## config.mk

```make
export PLATFORM = sky130hd
export DESIGN_NAME = instr_dispatch_unit
export DESIGN_NICKNAME = d
export VERILOG_FILES = /design/src/rtl/instr_dispatch_unit.sv
export SDC_FILE = /design/constraint.sdc
export NUM_CORES = 1
export LEC_CHECK = 0
export CAP_MARGIN = 20
export CORE_ASPECT_RATIO = 1.1
export CORE_UTILIZATION = 50
export CTS_CLUSTER_DIAMETER = 80
export CTS_CLUSTER_SIZE = 40
export DETAILED_ROUTE_END_ITERATION = 6
export PLACE_DENSITY_LB_ADDON = 0.12
export SLEW_MARGIN = 0
export SYNTH_ARGS = -nofsm -noshare
export SYNTH_HDL_FRONTEND = slang
export SYNTH_SLANG_ARGS = --single-unit
```

## constraint.sdc

```tcl
create_clock -name clk -period 8.8 [get_ports clk]
set_input_delay 2.64 -clock clk [delete_from_list [all_inputs] [get_ports clk]]
set_output_delay 2.64 -clock clk [all_outputs]
set_load 0.05 [all_outputs]
```

## src/rtl/instr_dispatch_unit.sv

```systemverilog
// Buffered dispatch front-end between the custom-instruction port and the sprite register bank / sprite memory.
// Optional feature macro: IDU_DROP_COUNT_EN adds a saturating drop_count output for ignored and illegal instructions.
module instr_dispatch_unit #(
    parameter int FIFO_DEPTH = 8,
    parameter int OPCODE_W   = 4,
    parameter int ADDR_W     = 14,
    parameter int REG_W      = 5,
    parameter int MEM_DATA_W = 9,
    parameter int OP_WBR     = 0,
    parameter int OP_WSM     = 1
) (
    input  logic                            clk,
    input  logic                            reset,
    input  logic                            clk_en,
    input  logic [31:0]                     dataA,
    input  logic [31:0]                     dataB,
    input  logic                            printting_screen,
    output logic                            done_instruction,
    output logic                            reg_wr,
    output logic [REG_W-1:0]                reg_num,
    output logic [31:0]                     reg_data,
    output logic                            mem_wr,
    output logic [ADDR_W-1:0]               mem_address,
    output logic [MEM_DATA_W-1:0]           mem_data,
    output logic [$clog2(FIFO_DEPTH):0]     fifo_level,
    output logic                            busy,
    output logic                            error_sticky
`ifdef IDU_DROP_COUNT_EN
    ,
    output logic [7:0]                      drop_count
`endif
);

    localparam int PTR_W   = $clog2(FIFO_DEPTH);
    localparam int LVL_W   = PTR_W + 1;
    localparam int ENTRY_W = OPCODE_W + ADDR_W + 32;
    localparam logic [OPCODE_W-1:0] OP_WBR_C = OPCODE_W'(OP_WBR);
    localparam logic [OPCODE_W-1:0] OP_WSM_C = OPCODE_W'(OP_WSM);
    localparam logic [LVL_W-1:0]    FULL_LVL = LVL_W'(FIFO_DEPTH);

    typedef enum logic [0:0] {
        ST_IDLE  = 1'b0,
        ST_ISSUE = 1'b1
    } state_t;

    logic [ENTRY_W-1:0]    fifo_mem_q [FIFO_DEPTH];

    state_t                state_q, state_d;
    logic [PTR_W-1:0]      wr_ptr_q, wr_ptr_d;
    logic [PTR_W-1:0]      rd_ptr_q, rd_ptr_d;
    logic [LVL_W-1:0]      count_q, count_d;
    logic                  skid_valid_q, skid_valid_d;
    logic [ENTRY_W-1:0]    skid_data_q, skid_data_d;
    logic                  done_q, done_d;
    logic                  reg_wr_q, reg_wr_d;
    logic [REG_W-1:0]      reg_num_q, reg_num_d;
    logic [31:0]           reg_data_q, reg_data_d;
    logic                  mem_wr_q, mem_wr_d;
    logic [ADDR_W-1:0]     mem_address_q, mem_address_d;
    logic [MEM_DATA_W-1:0] mem_data_q, mem_data_d;
    logic                  busy_q, busy_d;
    logic                  error_q, error_d;
`ifdef IDU_DROP_COUNT_EN
    logic [7:0]            drop_count_q, drop_count_d;
    logic [8:0]            drop_sum_s;
`endif

    logic                  full_s;
    logic                  empty_s;
    logic                  push_skid_s;
    logic                  push_new_s;
    logic                  load_skid_s;
    logic                  violation_s;
    logic                  push_s;
    logic                  pop_s;
    logic                  illegal_s;
    logic                  is_wbr_s;
    logic                  is_wsm_s;
    logic [ENTRY_W-1:0]    new_entry_s;
    logic [ENTRY_W-1:0]    push_entry_s;
    logic [ENTRY_W-1:0]    head_s;
    logic [OPCODE_W-1:0]   head_op_s;
    logic [ADDR_W-1:0]     head_addr_s;
    logic [31:0]           head_data_s;
    logic                  unused_dataa_s;

    // Upper dataA bits above the address field carry no meaning for this block.
    assign unused_dataa_s = ^dataA;

    // Accept, skid, pop/decode and next-state logic.
    always_comb begin
        new_entry_s  = {dataA[OPCODE_W-1:0], dataA[OPCODE_W +: ADDR_W], dataB};
        full_s       = (count_q == FULL_LVL);
        empty_s      = (count_q == {LVL_W{1'b0}});

        // Skid drains before any new host word; a strobe while skid is occupied is a protocol violation.
        push_skid_s  = skid_valid_q && !full_s;
        push_new_s   = clk_en && !skid_valid_q && !full_s;
        load_skid_s  = clk_en && !skid_valid_q && full_s;
        violation_s  = clk_en && skid_valid_q;
        push_s       = push_skid_s || push_new_s;

        if (push_skid_s) begin
            push_entry_s = skid_data_q;
        end else begin
            push_entry_s = new_entry_s;
        end

        head_s       = fifo_mem_q[rd_ptr_q];
        head_op_s    = head_s[ENTRY_W-1 -: OPCODE_W];
        head_addr_s  = head_s[32 +: ADDR_W];
        head_data_s  = head_s[31:0];
        is_wbr_s     = (head_op_s == OP_WBR_C);
        is_wsm_s     = (head_op_s == OP_WSM_C);

        pop_s        = (state_q == ST_IDLE) && !empty_s && !printting_screen;
        illegal_s    = pop_s && !is_wbr_s && !is_wsm_s;

        if (load_skid_s) begin
            skid_valid_d = 1'b1;
            skid_data_d  = new_entry_s;
        end else if (push_skid_s) begin
            skid_valid_d = 1'b0;
            skid_data_d  = skid_data_q;
        end else begin
            skid_valid_d = skid_valid_q;
            skid_data_d  = skid_data_q;
        end

        if (push_s) begin
            wr_ptr_d = wr_ptr_q + PTR_W'(1);
        end else begin
            wr_ptr_d = wr_ptr_q;
        end

        if (pop_s) begin
            rd_ptr_d = rd_ptr_q + PTR_W'(1);
        end else begin
            rd_ptr_d = rd_ptr_q;
        end

        case ({push_s, pop_s})
            2'b10:   count_d = count_q + LVL_W'(1);
            2'b01:   count_d = count_q - LVL_W'(1);
            default: count_d = count_q;
        endcase

        case (state_q)
            ST_IDLE:  state_d = pop_s ? ST_ISSUE : ST_IDLE;
            ST_ISSUE: state_d = ST_IDLE;
            default:  state_d = ST_IDLE;
        endcase

        // Strobes are registered at the pop edge so they are visible exactly while the FSM sits in ISSUE.
        reg_wr_d = pop_s && is_wbr_s;
        mem_wr_d = pop_s && is_wsm_s;

        if (reg_wr_d) begin
            reg_num_d  = head_addr_s[REG_W-1:0];
            reg_data_d = head_data_s;
        end else begin
            reg_num_d  = reg_num_q;
            reg_data_d = reg_data_q;
        end

        if (mem_wr_d) begin
            mem_address_d = head_addr_s;
            mem_data_d    = head_data_s[MEM_DATA_W-1:0];
        end else begin
            mem_address_d = mem_address_q;
            mem_data_d    = mem_data_q;
        end

        done_d  = push_s;
        error_d = error_q || violation_s || illegal_s;
        busy_d  = (count_d != {LVL_W{1'b0}}) || skid_valid_d || (state_d != ST_IDLE);

`ifdef IDU_DROP_COUNT_EN
        drop_sum_s = {1'b0, drop_count_q} + {8'd0, violation_s} + {8'd0, illegal_s};
        if (drop_sum_s[8]) begin
            drop_count_d = 8'hFF;
        end else begin
            drop_count_d = drop_sum_s[7:0];
        end
`endif
    end

    // FIFO storage; entries need no reset because occupancy gates every read.
    always_ff @(posedge clk) begin
        if (push_s) begin
            fifo_mem_q[wr_ptr_q] <= push_entry_s;
        end
    end

    // Control state and registered outputs.
    always_ff @(posedge clk) begin
        if (reset) begin
            state_q       <= ST_IDLE;
            wr_ptr_q      <= {PTR_W{1'b0}};
            rd_ptr_q      <= {PTR_W{1'b0}};
            count_q       <= {LVL_W{1'b0}};
            skid_valid_q  <= 1'b0;
            skid_data_q   <= {ENTRY_W{1'b0}};
            done_q        <= 1'b0;
            reg_wr_q      <= 1'b0;
            reg_num_q     <= {REG_W{1'b0}};
            reg_data_q    <= 32'd0;
            mem_wr_q      <= 1'b0;
            mem_address_q <= {ADDR_W{1'b0}};
            mem_data_q    <= {MEM_DATA_W{1'b0}};
            busy_q        <= 1'b0;
            error_q       <= 1'b0;
`ifdef IDU_DROP_COUNT_EN
            drop_count_q  <= 8'd0;
`endif
        end else begin
            state_q       <= state_d;
            wr_ptr_q      <= wr_ptr_d;
            rd_ptr_q      <= rd_ptr_d;
            count_q       <= count_d;
            skid_valid_q  <= skid_valid_d;
            skid_data_q   <= skid_data_d;
            done_q        <= done_d;
            reg_wr_q      <= reg_wr_d;
            reg_num_q     <= reg_num_d;
            reg_data_q    <= reg_data_d;
            mem_wr_q      <= mem_wr_d;
            mem_address_q <= mem_address_d;
            mem_data_q    <= mem_data_d;
            busy_q        <= busy_d;
            error_q       <= error_d;
`ifdef IDU_DROP_COUNT_EN
            drop_count_q  <= drop_count_d;
`endif
        end
    end

    assign done_instruction = done_q;
    assign reg_wr           = reg_wr_q;
    assign reg_num          = reg_num_q;
    assign reg_data         = reg_data_q;
    assign mem_wr           = mem_wr_q;
    assign mem_address      = mem_address_q;
    assign mem_data         = mem_data_q;
    assign fifo_level       = count_q;
    assign busy             = busy_q;
    assign error_sticky     = error_q;
`ifdef IDU_DROP_COUNT_EN
    assign drop_count       = drop_count_q;
`endif

endmodule

```

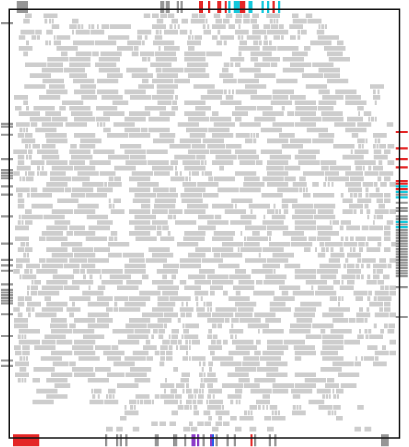
(run_1/pins.png)
(2 px per um) Pins as bars across the die edge, other pins in grey.
| port | colour | pins | direction | edge |
|---|---|---|---|---|
| error_sticky | blue | 1 | output | south |
| fifo_level | purple | 4 | output | south |
| mem_address | cyan | 14 | output | 9 north, 5 east |
| dataA | red | 32 | input | 15 south, 10 north, 7 east |
all pins by edge: 40 south, 39 east, 31 north, 27 west
port bufs: 122
Die Y: 214 um
die x size: 194 um

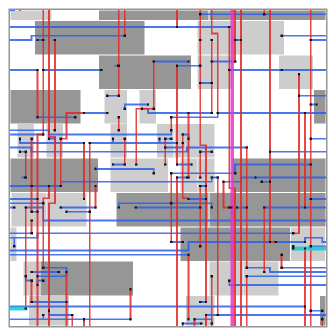
(run_1/zoom.png)
Region (85, 52) to (110, 77) um. Cells in grey, sequential cells in the stronger grey; small squares are vias.
| layer | colour |
|---|---|
| met1 | blue |
| met2 | red |
| met3 | cyan |
| met4 | magenta |
most frequent: nor2_1 (4), buf_4 (4), dfxtp_1 (4)
netlist names of flops here include: fifo_mem_q (3), rd_ptr_q (3)
sequential cells in the window: 9
cells with their middle in the window: 30

==> reports/metrics.csv, run 1 <==
stage;metric;value;unit
final_timing;Slew @ Worst Pin;995;ps
global_routing;vias in the first global route;10600;
final_layout;number of fillers in the final layout;3065;
global_routing;total congestion overflow;0;
route;Routed WL;42.9;mm
cts;# hold bufs at CTS;0;
worst_hold_path;Worst Hold Depth;2;
route;DR pass1 iterations;5;
die;floorplan core area;40200;sq um
critical_path;critical path cell sequence;clkdlybuf4s50_1 -> nor2_1 -> nor2_1 -> nand2_1 -> nor2_4 -> buf_4;
logic_synthesis;Mapped Cells;1199;
die;Ports;137;
logic_synthesis;Cell Area, Synth;20400;sq um
critical_path;Crit path required time;9010;ps
outcome;status;finished, final reports clean;
worst_hold_path;worst hold path type;flop to flop;
logic_synthesis;Commonest cells post-synth;400 x edfxtp_1, 130 x dfxtp_1, 111 x nand2_1;
cts;clock sinks;530;
critical_path;Worst Path Buf+Inv;2;
final_layout;Flop area;14600;sq um
cts;Root Buffer Master;clkbuf_16;
logic_synthesis;# Cells Yosys;1199;
critical_path;CP max stage delay;690;ps
route;Residual DRC;0;
critical_path;r2r setup slk;5090;ps
final_layout;Largest register FFs;400;
logic_synthesis;syn_area_per_cell;17.0;sq um
cts;Insertion Delay late pin;580;ps
worst_hold_path;Worst Hold Path EP;skid_data_q[32]$_SDFFE_PP0P_;
route;Via density;5.83;
placement;DPL Wire Length;23.6;mm
final_timing;Period minus WS final;4960;ps
critical_path;Setup crit start;clk_en;
cts;CTS max path bufs;3;
final_layout;layout cells sized above 1;18.9;%
final_timing;# setup viols final;0;
logic_synthesis;post-synth net total;1272;
cts;postcts setup bufs;0;
global_routing;first-pass GRT wire length;65.0;mm
critical_path;Top Family by Delay on Critical Path;simple AND/OR/NAND/NOR gates;
route;post-route ant nets;0;
logic_synthesis;Cell area leaders;edfxtp_1 59%, dfxtp_1 13%, mux4_2 11%;
final_layout;Biggest register;fifo_mem_q;
critical_path;Worst R2R End;mem_address[1]$_SDFFE_PP0P_;
critical_path;CP dominant cell by count;nor2_1;
placement;Inst Count DP;1780;
power;Pwr per Cell Area;252;nW/um^2
final_timing;Max Clock Skew;24.2;ps
logic_synthesis;most numerous cell in the Yosys netlist;edfxtp_1;
power;Lkg Pwr;7.08;nW
critical_path;r2r worst-path depth;6;
final_layout;Non-Filler Instances;1820;
worst_hold_path;min-delay src;skid_data_q[32]$_SDFFE_PP0P_;
critical_path;WS Path Type;primary input to flop;
die;FP Rows;77;
cts;Reg clk slew, reported paths;120;ps
placement;RePlAce Congestion;0.703;
logic_synthesis;cell taking the most area after synthesis;edfxtp_1;
critical_path;Worst Path Arrival;5170;ps
logic_synthesis;Yosys Chip Area;20400;sq um
logic_synthesis;Yosys warnings;0;
logic_synthesis;Post-synth regs;530;
critical_path;Worst setup endpoint;fifo_mem_q[7][32]$_DFFE_PP_;
route;total number of vias;10600;
global_routing;initial antenna violation count;0;
logic_synthesis;register share after synthesis;71.8;%
final_timing;Final Cycle Share;56.3;%
final_timing;max_slew headroom;33.7;%
logic_synthesis;flip-flops with a built-in enable;400;
final_layout;logic area;5460;sq um
power;Worst VDD drop;0.000192;V
critical_path;Slowest cell on crit path;nor2_4;
final_timing;Setup TNS;0;ps
run;count of tool warnings;41;
final_layout;area delta synth->final;13.0;%
final_timing;final max-slew violation count;0;
logic_synthesis;Cell variety after synth;40;
critical_path;critical path launch point type;primary input;
critical_path;critical path peak fanout;31;
route;DR iter-0 viols;667;
global_routing;largest net degree at the start of global routing;77;
final_timing;final hold vios;0;
final_layout;most numerous logic cells after layout;400 x edfxtp_1, 127 x dfxtp_1, 121 x clkdlybuf4s50_1, 110 x nand2_1, 98 x mux4_2;
final_timing;unrepaired setup endpoints after global routing;no;
run;Max Cap Viol;0;
cts;cts repair resizes;0;
final_layout;most frequent logic cell in the layout;edfxtp_1;
cts;Num CTS Buffers;22;
critical_path;Worst setup EP type;flop;
cts;H-tree Lvls;1;
logic_synthesis;FFs w/ async S/R, synth;0;%
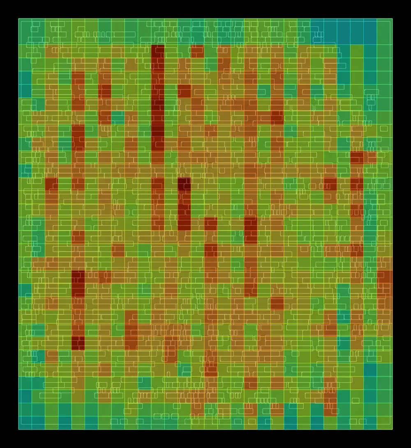
(run_1/final_congestion.png)
final core occ: 57.3%
met1 Use GR: 29.1%
GR Util met3: 1.78%
WL per Instance: 23.6 um
gr usage total: 20.9%

## run 1: stage by stage
| step | total power [mW] | setup slack (ps) | hold slack (ps) | cell area [sq um] | util, % |
|---|---|---|---|---|---|
| finish | 5.80 | 3840 | 460 | 23000 | 57.3 |
| global route | 6.04 | 3670 | 475 | 23000 | 57.3 |
| CTS | 5.86 | 3810 | 463 | 23000 | 57.3 |
| detailed placement | 4.46 | 3200 | 446 | 22100 | 55.1 |
| global placement | 4.44 | 3210 | 438 | 22100 | 55.1 |
| floorplan | 4.07 | 381 | 434 | 20400 | - |
## run 1: worst reg2reg max path, cell delays in order, from the launching register on
cell and delay [ps]:
dfxtp_4 600, buf_4 740, mux4_2 420, mux2i_1 260, nor3b_4 860, nand2_4 340
mux2_4 390
## run 1: metal layers
metal / vias to the layer above / track usage [%] / wire, um
met5: - / 0 / 0
met4: 0 / 3.72 / 520
met3: 34 / 1.78 / 1630
met2: 230 / 36.7 / 21700
met1: 5571 / 29.1 / 19100
li1: 4776 / - / -
## run 1: cells by family (layout without fill, tap and decap cells)
kind of cell	after synthesis	after routing	share of synthesized area, %
DFF	530	530	71.8
and+or+nand+nor	227	227	5.07
muxes	212	212	17.0
AOI/OAI and AO/OA	135	135	3.77
buffers and inverters	81	189	1.71
xor gates and xnor gates	9	9	0.387
adders and majority gates	5	5	0.307
## run 1: where the power goes
part | internal, mW | total (mW) | switching [mW]
sequential | 2.94 | 3.06 | 0.119
combinational | 0.555 | 1.32 | 0.761
clock | 0.566 | 1.42 | 0.856
## run 1: cell type report
class | instances | area share (%)
sequential | 530 | 63.6
multi-input combinational | 588 | 23.7
timing repair buffer | 147 | 6.11
tap | 513 | 2.79
clock buffer | 25 | 2.62
clock inverter | 15 | 1.15
inverter | 2 | 0.0326
==> run 1 -> run 2 <==
clock period = 4.6 ns   (was 8.8 ns; I/O delays follow)
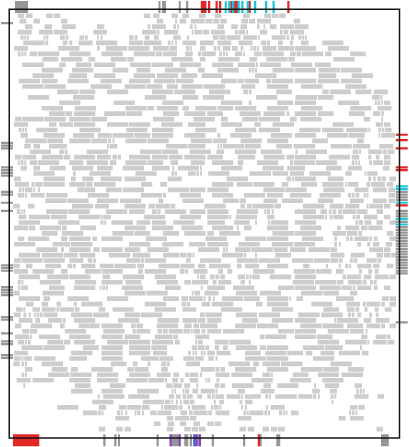
(run_2/pins.png)
(2 px per um) Pins as bars across the die edge, other pins in grey.

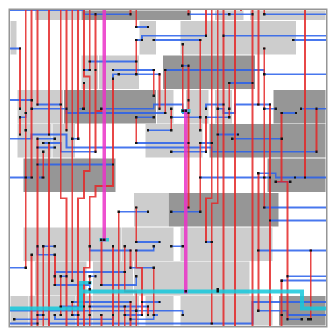
(run_2/zoom.png)
Region (85, 52) to (110, 77) um. Cells in grey, sequential cells in the stronger grey; small squares are vias.
| layer | colour |
|---|---|
| met2 | red |
| met4 | magenta |
| met1 | blue |
| met3 | cyan |
cells with their middle in the window: 28
sequential cells in the window: 5
most frequent: nand2_1 (4), dfxtp_1 (3)
netlist names of flops here include: rd_ptr_q (2)

==> reports/metrics.csv, run 2 <==
stage;metric;value;unit
logic_synthesis;flip-flops with a built-in enable;400;
power;combinational fraction of design power;22.5;%
critical_path;Slowest cell on crit path;clkdlybuf4s50_1;
final_layout;fin area;23300;sq um
final_timing;final hold vios;0;
final_layout;most frequent logic cell in the layout;edfxtp_1;
cts;postcts setup bufs;0;
critical_path;WS Path Type;primary input to flop;
run;count of tool warnings;42;
final_layout;number of fillers in the final layout;3063;
global_routing;gr usage total;21.0;%
cts;Num CTS Buffers;25;
placement;Inst Count DP;1788;
global_routing;GRT busiest layer;met2;
logic_synthesis;# Cells Yosys;1199;
final_layout;final core occ;57.9;%
placement;Setup WS pre-CTS;553;ps
final_timing;final max-slew violation count;0;
critical_path;Worst Path Arrival;3900;ps
logic_synthesis;syn_area_per_cell;17.0;sq um
power;Flop pwr share;51.5;%
outcome;status;finished, final reports clean;
power;Pwr per Cell Area;487;nW/um^2
logic_synthesis;most numerous cell in the Yosys netlist;edfxtp_1;
logic_synthesis;Commonest cells post-synth;400 x edfxtp_1, 130 x dfxtp_1, 111 x nand2_1;
worst_hold_path;Worst Hold Depth;2;
critical_path;CP dominant cell by count;nor2_1;
route;Routed WL;42.7;mm
logic_synthesis;Top cell area share;59.0;%
cts;cts repair resizes;0;
final_timing;Final Cycle Share;75.1;%
cts;H-tree Lvls;1;
critical_path;Crit path required time;5050;ps
final_layout;most numerous logic cells after layout;400 x edfxtp_1, 127 x dfxtp_1, 121 x clkdlybuf4s50_1, 110 x nand2_1, 98 x mux4_2;
cts;# hold bufs at CTS;0;
final_timing;Final WS setup;1150;ps
global_routing;GR Util met3;2.20;%
critical_path;Worst setup EP type;flop;
logic_synthesis;Yosys warnings;0;
critical_path;Worst Path Buf+Inv;2;
global_routing;first-pass GRT wire length;65.5;mm
power;Power Internal;7.92;mW
critical_path;CP max stage delay;550;ps
logic_synthesis;Mapped Cells;1199;
route;post-route ant nets;0;
die;Ports;137;
power;Worst VDD drop;0.000277;V
final_timing;# setup viols final;0;
global_routing;met1 Use GR;28.1;%
final_timing;max_slew headroom;35.6;%
critical_path;Top Family by Delay on Critical Path;buffers and inverters;
final_timing;Period minus WS final;3450;ps
placement;RePlAce Congestion;0.760;
route;DR pass1 iterations;5;
worst_hold_path;worst hold path type;flop to flop;
cts;clock sinks;530;
logic_synthesis;Post-synth regs;530;
route;DR iter-0 viols;600;
placement;port bufs;122;
global_routing;GR Util met2;37.8;%
global_routing;initial antenna violation count;0;
route;Via density;5.81;
logic_synthesis;Cell variety after synth;40;
global_routing;total congestion overflow;0;
power;switching portion of total power;30.2;%
logic_synthesis;Cell area leaders;edfxtp_1 59%, dfxtp_1 13%, mux4_2 11%;
cts;Insertion Delay late pin;600;ps
final_layout;Non-Filler Instances;1834;
final_layout;Largest register FFs;400;
final_timing;Slew @ Worst Pin;966;ps
final_layout;Biggest register;fifo_mem_q;
die;Die Y;214;um
final_timing;worst hold slack;457;ps
critical_path;critical path cell sequence;clkdlybuf4s50_1 -> nor2_1 -> nor2_1 -> inv_1 -> ha_1 -> xor2_1 -> ha_1 -> a21oi_1 -> xor2_1 -> nor2_1 -> xnor2_1 -> a31oi_1;
cts;Root Buffer Master;clkbuf_16;
final_layout;layout cells sized above 1;19.5;%
logic_synthesis;register share after synthesis;71.8;%
power;clock share of power;25.9;%
power;switching power;3.42;mW
final_timing;Max Clock Skew;43.5;ps
final_timing;unrepaired setup endpoints after global routing;no;
critical_path;r2r worst-path depth;5;
cts;CTS max path bufs;3;
placement;Placement Cell Area;22300;sq um
run;Max Cap Viol;0;
logic_synthesis;cell taking the most area after synthesis;edfxtp_1;
placement;DPL Wire Length;23.5;mm
die;floorplan core area;40200;sq um
logic_synthesis;post-synth net total;1272;
route;WL per Instance;23.3;um
critical_path;critical path peak fanout;8;
die;die x size;194;um
global_routing;vias in the first global route;10900;
die;FP Rows;77;
logic_synthesis;FFs w/ async S/R, synth;0;%
final_layout;area delta synth->final;14.2;%
global_routing;largest net degree at the start of global routing;61;
power;Lkg Pwr;7.19;nW
cts;Reg clk slew, reported paths;110;ps
route;Residual DRC;0;
logic_synthesis;Yosys Chip Area;20400;sq um
route;total number of vias;10700;
logic_synthesis;Cell Area, Synth;20400;sq um
critical_path;critical path launch point type;primary input;
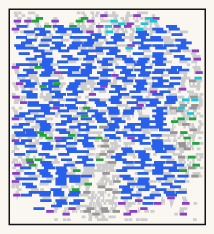
(run_2/registers.png)
(1 px per um) Other sequential cells in the stronger grey, the rest of the logic in the fainter grey.
| netlist name | colour | flops |
|---|---|---|
| fifo_mem_q | blue | 400 |
| mem_address | cyan | 14 |
| reg_data | green | 32 |
| skid_data_q | purple | 50 |
not coloured: 34

[run 2: netlist changes by cell type in the layout (fill, tap and decap cells not counted), sizes merged]
cell / previous run / this run
buf: 26 / 34
inv: 11 / 15
bufinv: 0 / 1
clkinv: 5 / 6
[run 2: metal layers]
metal,up-vias,share of wire (%)
met4,0,1.2
met1,5562,44
met3,36,3.8
met5,-,0
met2,239,51
li1,4814,-
[run 2: power groups by stage]
stage	Clock [mW]	Sequential, mW	Combinational, mW
floorplan	0	6.06	1.71
global placement	0	5.94	2.56
detailed placement	0	5.96	2.60
CTS	3.00	5.85	2.60
global route	3.17	5.89	2.77
finish	2.94	5.84	2.56
[run 2: layout make-up]
class	count	area, sq um	share of cell area [%]
flip-flops and latches	530	14600	62.9
clock buffers	25	626	2.69
inverters	2	7.51	0.0323
repair buffers	155	1540	6.63
multi-input cells	588	5480	23.5
well taps	513	642	2.76
clock inverters	21	349	1.50
[run 2: kinds of logic (layout without fill, tap and decap cells)]
kind of cell    Yosys count  count (layout)  synth area share, %
simple gates            227             227                 5.07
xor+xnor                  9               9                0.387
flops                   530             530                 71.8
fa+ha+maj                 5               5                0.307
buf+inv                  81             203                 1.71
mux                     212             212                 17.0
compound gates          135             135                 3.77
[run 2: stage by stage]
step	TNS, ps	power, mW
finish	0	11.3
CTS	0	11.5
global route	0	11.8
global placement	0	8.50
detailed placement	0	8.55
floorplan	-207480	7.77
[run 2: final timing paths]
kind | slack [ps] | endpoint | start
worst min-delay path | 460 | skid_data_q[16]$_SDFFE_PP0P_ | skid_data_q[16]$_SDFFE_PP0P_
worst max-delay path | 1150 | busy$_SDFF_PP0_ | clk_en
worst max register to register | 1460 | mem_address[6]$_SDFFE_PP0P_ | flop
worst min register to register | 460 | skid_data_q[16]$_SDFFE_PP0P_ | skid_data_q[16]$_SDFFE_PP0P_
==> run 2 -> run 3 <==
clock period = 2.8 ns   (was 4.6 ns; I/O delays follow)
==> reports/metrics.csv, run 3 <==
stage;metric;value;unit
final_timing;final hold vios;0;
critical_path;r2r worst-path depth;6;
power;Power, Total;18.6;mW
final_timing;unrepaired setup endpoints after global routing;no;
logic_synthesis;most numerous cell in the Yosys netlist;edfxtp_1;
cts;Insertion Delay late pin;590;ps
final_layout;most numerous logic cells after layout;400 x edfxtp_1, 124 x dfxtp_1, 121 x clkdlybuf4s50_1, 110 x nand2_1, 98 x mux4_2;
final_timing;Setup TNS;0;ps
final_timing;Final Cycle Share;96.6;%
worst_hold_path;worst hold path type;flop to flop;
cts;CTS max path bufs;3;
critical_path;critical path peak fanout;10;
die;Die Y;214;um
logic_synthesis;post-synth net total;1272;
placement;Placement Cell Area;22800;sq um
final_timing;worst hold slack;460;ps
final_layout;Largest register FFs;400;
critical_path;Slowest cell on crit path;clkdlybuf4s50_1;
run;Max Cap Viol;0;
die;die x size;194;um
final_timing;# setup viols final;0;
global_routing;total congestion overflow;0;
cts;clock sinks;530;
route;DR iter-0 viols;581;
global_routing;first-pass GRT wire length;64.9;mm
critical_path;Top Family by Delay on Critical Path;buffers and inverters;
final_timing;Max Clock Skew;26.5;ps
logic_synthesis;Yosys Chip Area;20400;sq um
die;Total Die Area;41500;sq um
placement;Setup WS pre-CTS;-184;ps
final_layout;most frequent logic cell in the layout;edfxtp_1;
critical_path;Crit path required time;1960;ps
critical_path;critical path cell sequence;clkdlybuf4s50_1;
critical_path;Worst R2R End;mem_address[13]$_SDFFE_PP0P_;
logic_synthesis;register share after synthesis;71.8;%
die;Floorplan Utilization;50.7;%
logic_synthesis;Top cell area share;59.0;%
critical_path;Worst Path Buf+Inv;1;
logic_synthesis;Cell area leaders;edfxtp_1 59%, dfxtp_1 13%, mux4_2 11%;
final_timing;max_slew headroom;62.4;%
cts;CTS tree;built;
power;combinational fraction of design power;24.5;%
global_routing;largest net degree at the start of global routing;68;
power;clock share of power;24.3;%
route;total number of vias;10600;
logic_synthesis;flip-flops with a built-in enable;400;
global_routing;initial antenna violation count;0;
final_layout;fin area;23600;sq um
final_layout;n_diodes;0;
placement;DPL Wire Length;25.1;mm
logic_synthesis;Mapped Cells;1199;
cts;postcts setup bufs;0;
die;floorplan core area;40200;sq um
power;Power Internal;13.1;mW
final_timing;final max-slew violation count;0;
cts;cts repair resizes;0;
cts;H-tree Lvls;1;
critical_path;critical path launch point type;flop;
die;FP Rows;77;
cts;Root Buffer Master;clkbuf_16;
final_timing;Period minus WS final;2710;ps
worst_hold_path;Worst Hold Path EP;skid_data_q[2]$_SDFFE_PP0P_;
cts;Reg clk slew, reported paths;130;ps
final_timing;Slew @ Worst Pin;562;ps
critical_path;WS Path Type;flop to primary output;
logic_synthesis;Post-synth regs;530;
power;Lkg Pwr;7.37;nW
final_timing;Final WS setup;93.9;ps
logic_synthesis;# Cells Yosys;1199;
final_layout;Biggest register;fifo_mem_q;
route;Via density;5.68;
placement;port bufs;122;
global_routing;vias in the first global route;10800;
route;WL per Instance;22.6;um
logic_synthesis;Commonest flop;edfxtp_1;
worst_hold_path;Worst Hold Depth;2;
placement;Inst Count DP;1820;
placement;RePlAce Congestion;0.746;
final_layout;Non-Filler Instances;1862;
global_routing;gr usage total;20.7;%
logic_synthesis;FFs w/ async S/R, synth;0;%
route;Routed WL;42.0;mm
final_layout;area delta synth->final;16.0;%
logic_synthesis;cell taking the most area after synthesis;edfxtp_1;
outcome;status;finished, final reports clean;
logic_synthesis;Cell variety after synth;40;
critical_path;CP max stage delay;850;ps
power;switching power;5.49;mW
power;switching portion of total power;29.6;%
cts;Num CTS Buffers;23;
run;count of tool warnings;42;
final_layout;layout cells sized above 1;21.8;%
logic_synthesis;Cell Area, Synth;20400;sq um
die;Ports;137;
route;post-route ant nets;0;
logic_synthesis;Commonest cells post-synth;400 x edfxtp_1, 130 x dfxtp_1, 111 x nand2_1;
logic_synthesis;syn_area_per_cell;17.0;sq um
logic_synthesis;Yosys warnings;0;
power;Flop pwr share;51.3;%
critical_path;Worst setup EP type;primary output;
power;Pwr per Cell Area;785;nW/um^2
final_timing;Max Fclk;0.370;GHz
cts;# hold bufs at CTS;0;
critical_path;r2r setup slk;340;ps
worst_hold_path;min-delay src;skid_data_q[2]$_SDFFE_PP0P_;
final_layout;NumNets Final;1405;
critical_path;Worst Path Arrival;1870;ps
route;Residual DRC;0;
power;Worst VDD drop;0.000544;V
route;DR pass1 iterations;5;
run 3: power groups by stage:
stage | registers [mW] | logic, mW | clock network [mW]
finish | 9.51 | 4.54 | 4.50
global route | 9.58 | 4.93 | 4.86
CTS | 9.52 | 4.64 | 4.63
detailed placement | 9.70 | 4.63 | 0
global placement | 9.67 | 4.60 | 0
floorplan | 9.95 | 2.85 | 0
run 3: worst max path at each step:
stage	startpoint	to	slack (ps)	cells after the start
after floorplan	clk_en	fifo_mem_q[0][0]$_DFFE_PP_	-430	4
after global placement	printting_screen	busy$_SDFF_PP0_	-240	11
after detailed placement	printting_screen	busy$_SDFF_PP0_	-180	10
after CTS	reg_data[29]$_SDFFE_PP0P_	reg_data[29]	30	1
after global routing	fifo_level[3]$_SDFF_PP0_	fifo_level[3]	40	1
final	fifo_level[0]$_SDFF_PP0_	fifo_level[0]	90	1
run 3: layout make-up:
| class | count | area, sq um |
|---|---|---|
| Clock buffer | 26 | 629 |
| Clock inverter | 16 | 238 |
| Fill cell | 3043 | 16500 |
| Inverter | 2 | 10.0 |
| Multi-Input combinational cell | 588 | 5520 |
| Sequential cell | 530 | 14600 |
| Tap cell | 513 | 642 |
| Timing Repair Buffer | 187 | 1970 |
run 3: kinds of logic after synthesis:
family,share of synthesized area (%)
compound gates,3.77
mux,17.0
flops,71.8
xor+xnor,0.387
fa+ha+maj,0.307
simple gates,5.07
buf+inv,1.71
run 3: per-layer routing:
| layer | up-vias | global-route usage, % | routed length, um |
|---|---|---|---|
| li1 | 4868 | - | - |
| met1 | 5445 | 28.3 | 18200 |
| met2 | 232 | 36.9 | 21700 |
| met3 | 26 | 1.92 | 1700 |
| met4 | 0 | 3.67 | 414 |
| met5 | - | 0 | 0 |
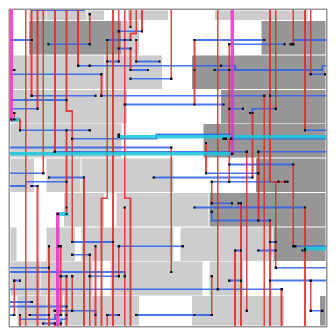
(run_3/zoom.png)
Region (85, 52) to (110, 77) um. Cells in grey, sequential cells in the stronger grey; small squares are vias.
| layer | colour |
|---|---|
| met3 | cyan |
| met2 | red |
| met1 | blue |
| met4 | magenta |
netlist names of flops here include: fifo_mem_q (5), rd_ptr_q (1)
cells with their middle in the window: 27
sequential cells in the window: 6
most frequent: buf_12 (7), edfxtp_1 (5), buf_4 (3)

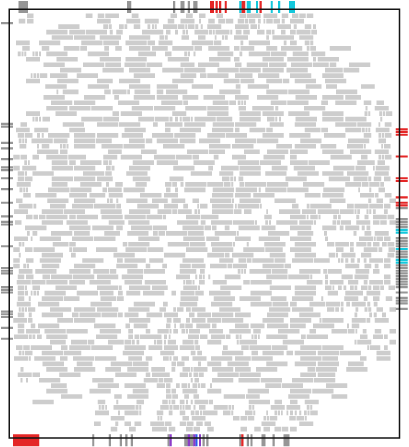
(run_3/pins.png)
(2 px per um) Pins as bars across the die edge, other pins in grey.
| port | colour | pins | direction | edge |
|---|---|---|---|---|
| dataA | red | 32 | input | 15 south, 9 east, 8 north |
| mem_address | cyan | 14 | output | 9 north, 5 east |
| fifo_level | purple | 4 | output | south |
| error_sticky | blue | 1 | output | south |

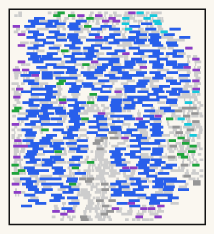
(run_3/registers.png)
(1 px per um) Other sequential cells in the stronger grey, the rest of the logic in the fainter grey.
final core occ: 58.8%
Flop area: 14600 sq um
Seq power: 9.51 mW

Power figures rest on the tool's default switching activity, not on a simulated workload.
